### Met4 routing

Supply wires on this layer in gray.
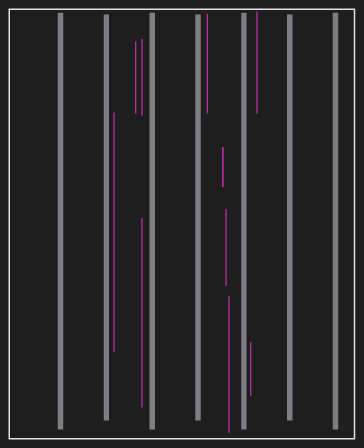
### Clock nets

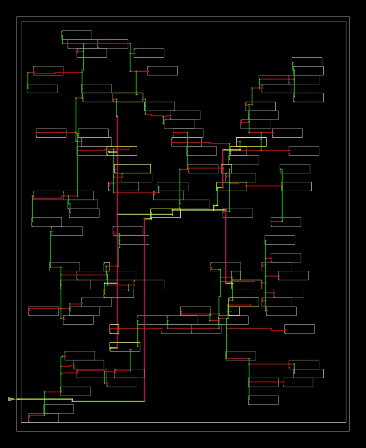
$ cat config.mk
export PLATFORM = sky130hd
export DESIGN_NAME = bus_arbiter_xbar
export DESIGN_NICKNAME = d
export VERILOG_FILES = /design/src/rtl/bus_arbiter_xbar.sv
export SDC_FILE = /design/constraint.sdc
export NUM_CORES = 1
export LEC_CHECK = 0
export CAP_MARGIN = 10
export CORE_ASPECT_RATIO = 1.25
export CORE_MARGIN = 1
export CORE_UTILIZATION = 39
export CTS_CLUSTER_DIAMETER = 120
export DETAILED_ROUTE_END_ITERATION = 16
export PLACE_DENSITY_LB_ADDON = 0.12
export SYNTH_ARGS = -nofsm -noshare
export SYNTH_HDL_FRONTEND = slang
export SYNTH_SLANG_ARGS = --single-unit
$ cat constraint.sdc
create_clock -name clk -period 2.7 [get_ports clk]
set_input_delay 0.675 -clock clk [delete_from_list [all_inputs] [get_ports clk]]
set_output_delay 0.675 -clock clk [all_outputs]
set_load 0.1 [all_outputs]
$ cat src/rtl/bus_arbiter_xbar.sv
// bus_arbiter_xbar: two-master round-robin arbiter and slave decoder
// with per-access timeout and registered req/ack/err handshakes.
//
// Ports:
//   m0_*/m1_*   master ports (req held until ack; ack/err/rdata 1-cycle pulse)
//   s_req       one-hot slave select (slot 0 = RAM, 1..NS = peripherals)
//   s_we/s_addr/s_wdata  latched request, stable during the access
//   s_rdata/s_ack        slave read data (flattened) and completions
//   busy/grant  transaction in flight / owner of current or last access
module bus_arbiter_xbar #(
    parameter int              AW          = 16,
    parameter int              DW          = 16,
    parameter int              NS          = 6,
    parameter logic [AW-9:0]   PERIPH_PAGE = 8'hFF,
    parameter int              TIMEOUT     = 15
) (
    input  logic               clk,
    input  logic               rst_n,
    input  logic               m0_req,
    input  logic               m0_we,
    input  logic [AW-1:0]      m0_addr,
    input  logic [DW-1:0]      m0_wdata,
    output logic [DW-1:0]      m0_rdata,
    output logic               m0_ack,
    output logic               m0_err,
    input  logic               m1_req,
    input  logic               m1_we,
    input  logic [AW-1:0]      m1_addr,
    input  logic [DW-1:0]      m1_wdata,
    output logic [DW-1:0]      m1_rdata,
    output logic               m1_ack,
    output logic               m1_err,
    output logic [NS:0]        s_req,
    output logic               s_we,
    output logic [AW-1:0]      s_addr,
    output logic [DW-1:0]      s_wdata,
    input  logic [(NS+1)*DW-1:0] s_rdata,
    input  logic [NS:0]        s_ack,
    output logic               busy,
    output logic               grant
);

    localparam int         NSL     = NS + 1;
    localparam logic [4:0] NS_LIM  = 5'(NS);
    localparam logic [7:0] TO_LAST = 8'(TIMEOUT - 1);

    typedef enum logic [1:0] {IDLE, ACCESS, RESP} state_t;

    state_t           state_q, state_d;
    logic [NSL-1:0]   s_req_q, s_req_d;
    logic             s_we_q, s_we_d;
    logic [AW-1:0]    s_addr_q, s_addr_d;
    logic [DW-1:0]    s_wdata_q, s_wdata_d;
    logic [7:0]       cnt_q, cnt_d;
    logic             grant_q, grant_d;
    logic             rr_q, rr_d;
    logic             busy_q, busy_d;
    logic [1:0]       ack_q, ack_d;
    logic [1:0]       err_q, err_d;
    logic [DW-1:0]    m0_rdata_q, m0_rdata_d;
    logic [DW-1:0]    m1_rdata_q, m1_rdata_d;

    logic             req_any;
    logic             sel;
    logic [AW-1:0]    sel_addr;
    logic             mapped;
    logic [3:0]       slot;
    logic [NSL-1:0]   slot_oh;
    logic             hit;
    logic [DW-1:0]    hit_rdata;
    logic             tmo;
    logic             resp_v;
    logic             resp_err;
    logic             resp_to;
    logic [DW-1:0]    resp_rdata;

    // Arbitration and address decode; rr_q remembers the last winner.
    always_comb begin : decode
        req_any  = m0_req | m1_req;
        sel      = (m0_req & m1_req) ? ~rr_q : m1_req;
        sel_addr = sel ? m1_addr : m0_addr;
        mapped   = 1'b1;
        slot     = '0;
        if (sel_addr[AW-1:8] == PERIPH_PAGE) begin
            mapped = {1'b0, sel_addr[7:4]} < NS_LIM;
            slot   = sel_addr[7:4] + 4'd1;
        end
        for (int k = 0; k < NSL; k++) begin
            slot_oh[k] = (slot == 4'(k));
        end
        // s_req_q is one-hot on the active slot, so it masks s_ack/s_rdata.
        hit       = |(s_ack & s_req_q);
        hit_rdata = '0;
        for (int k = 0; k < NSL; k++) begin
            if (s_req_q[k]) begin
                hit_rdata = s_rdata[k*DW +: DW];
            end
        end
        tmo = (cnt_q == TO_LAST);
    end

    always_ff @(posedge clk or negedge rst_n) begin
        if (!rst_n) begin
            state_q    <= IDLE;
            s_req_q    <= '0;
            s_we_q     <= 1'b0;
            s_addr_q   <= '0;
            s_wdata_q  <= '0;
            cnt_q      <= '0;
            grant_q    <= 1'b0;
            rr_q       <= 1'b1;
            busy_q     <= 1'b0;
            ack_q      <= '0;
            err_q      <= '0;
            m0_rdata_q <= '0;
            m1_rdata_q <= '0;
        end else begin
            state_q    <= state_d;
            s_req_q    <= s_req_d;
            s_we_q     <= s_we_d;
            s_addr_q   <= s_addr_d;
            s_wdata_q  <= s_wdata_d;
            cnt_q      <= cnt_d;
            grant_q    <= grant_d;
            rr_q       <= rr_d;
            busy_q     <= busy_d;
            ack_q      <= ack_d;
            err_q      <= err_d;
            m0_rdata_q <= m0_rdata_d;
            m1_rdata_q <= m1_rdata_d;
        end
    end

    always_comb begin : next_state
        state_d = state_q;
        unique case (state_q)
            IDLE: begin
                if (req_any) begin
                    state_d = mapped ? ACCESS : RESP;
                end
            end
            ACCESS: begin
                if (hit || tmo) begin
                    state_d = RESP;
                end
            end
            default: state_d = IDLE;
        endcase
    end

    always_comb begin : outputs
        s_req_d    = '0;
        s_we_d     = s_we_q;
        s_addr_d   = s_addr_q;
        s_wdata_d  = s_wdata_q;
        cnt_d      = cnt_q;
        grant_d    = grant_q;
        rr_d       = rr_q;
        resp_v     = 1'b0;
        resp_err   = 1'b0;
        resp_to    = grant_q;
        resp_rdata = '0;
        unique case (state_q)
            IDLE: begin
                if (req_any) begin
                    grant_d   = sel;
                    rr_d      = sel;
                    resp_to   = sel;
                    s_we_d    = sel ? m1_we : m0_we;
                    s_addr_d  = sel_addr;
                    s_wdata_d = sel ? m1_wdata : m0_wdata;
                    cnt_d     = '0;
                    if (mapped) begin
                        s_req_d = slot_oh;
                    end else begin
                        resp_v   = 1'b1;
                        resp_err = 1'b1;
                    end
                end
            end
            ACCESS: begin
                // A same-cycle ack wins over the timeout.
                if (hit) begin
                    resp_v     = 1'b1;
                    resp_rdata = s_we_q ? '0 : hit_rdata;
                end else if (tmo) begin
                    resp_v   = 1'b1;
                    resp_err = 1'b1;
                end else begin
                    s_req_d = s_req_q;
                    cnt_d   = cnt_q + 8'd1;
                end
            end
            default: ;
        endcase
        ack_d      = {resp_v & resp_to, resp_v & ~resp_to};
        err_d      = {resp_err & resp_to, resp_err & ~resp_to};
        m0_rdata_d = (resp_v & ~resp_to) ? resp_rdata : '0;
        m1_rdata_d = (resp_v & resp_to) ? resp_rdata : '0;
        busy_d     = (state_d != IDLE);
    end

    assign m0_ack   = ack_q[0];
    assign m1_ack   = ack_q[1];
    assign m0_err   = err_q[0];
    assign m1_err   = err_q[1];
    assign m0_rdata = m0_rdata_q;
    assign m1_rdata = m1_rdata_q;
    assign s_req    = s_req_q;
    assign s_we     = s_we_q;
    assign s_addr   = s_addr_q;
    assign s_wdata  = s_wdata_q;
    assign busy     = busy_q;
    assign grant    = grant_q;

endmodule

==> CHANGELOG.md <==
## Flow update

* HP Class: input pin to asynchronous set/reset pin
* Clock Tree Root: clkbuf_16
* 1st-pass router iterations at 4
* Count of library flops with an enable pin at 0
* Vias per cell at 5.19
* Final Util at 65.5%
* Final setup vio count at 0
* Worst slew pin tran at 485 ps
* Max cap viols at 0
* Flop share of the area at 28.0%
* Comb pwr at 0.421 mW
* Setup TNS at 0 ps
* Cell Int Power at 2.37 mW
* Critical path depth in cells at 7
* Post-synth top cells: dfrtp_1 (88), nand2_1 (50)
* Die x size at 102 um
* Pre-Place Util at 39.9%
* F_max at 402 MHz
* Reg2Reg Capture Point: s_req[4]
* Signal buf overhead at 34.6%
* Share of cells above drive strength 1 at 19.2%
* Synth Flop Type: dfrtp_1
* Post-route cell area at 7960 um2
* Non-filler instance count after layout at 924
* Setup WS pre-CTS at -105 ps
* Crit path DRT at 2910 ps
* Logic pwr share at 13.9%
* Crit path max-delay family: AND-OR/OR-AND gates
* Nets at 947
* PnR worst setup slack at 211 ps
* Synthesized cell area at 4850 um2
* Post-DRT Antenna Nets at 0
* Logic share of the area at 29.9%
* AO/OA Area Share at 20.1%
* Normalized max-slew margin at 67.6%
* Largest net degree at the start of global routing at 59
* Max incr delay on CP at 500 ps
* Max VDD drop at 0.286 mV
* Mux area share at 8.46%
* Status: completed
* Bufs w/o clock at 290
* Top cell excl fill/tap: clkdlybuf4s50_1
* Met2 Usage GRT at 46.8%
* Placed Area at 7650 um2
* Metal1 wirelength at 6.01 mm
Back to the opening pictures, 'Met4 routing':
- wire length on this layer: 319 um
- nets with wire on the layer: 8
- main direction: vertical
- share of all routed wire: 2.0%
routed vias: 4798
final WL: 16.1 mm

Back to the opening pictures, 'Clock nets':
clk latency late pin: 340 ps
flip-flops: 89
clock buffers: 10
Clk. pwr: 1.27 mW

Power is estimated from default activity; no workload was simulated.
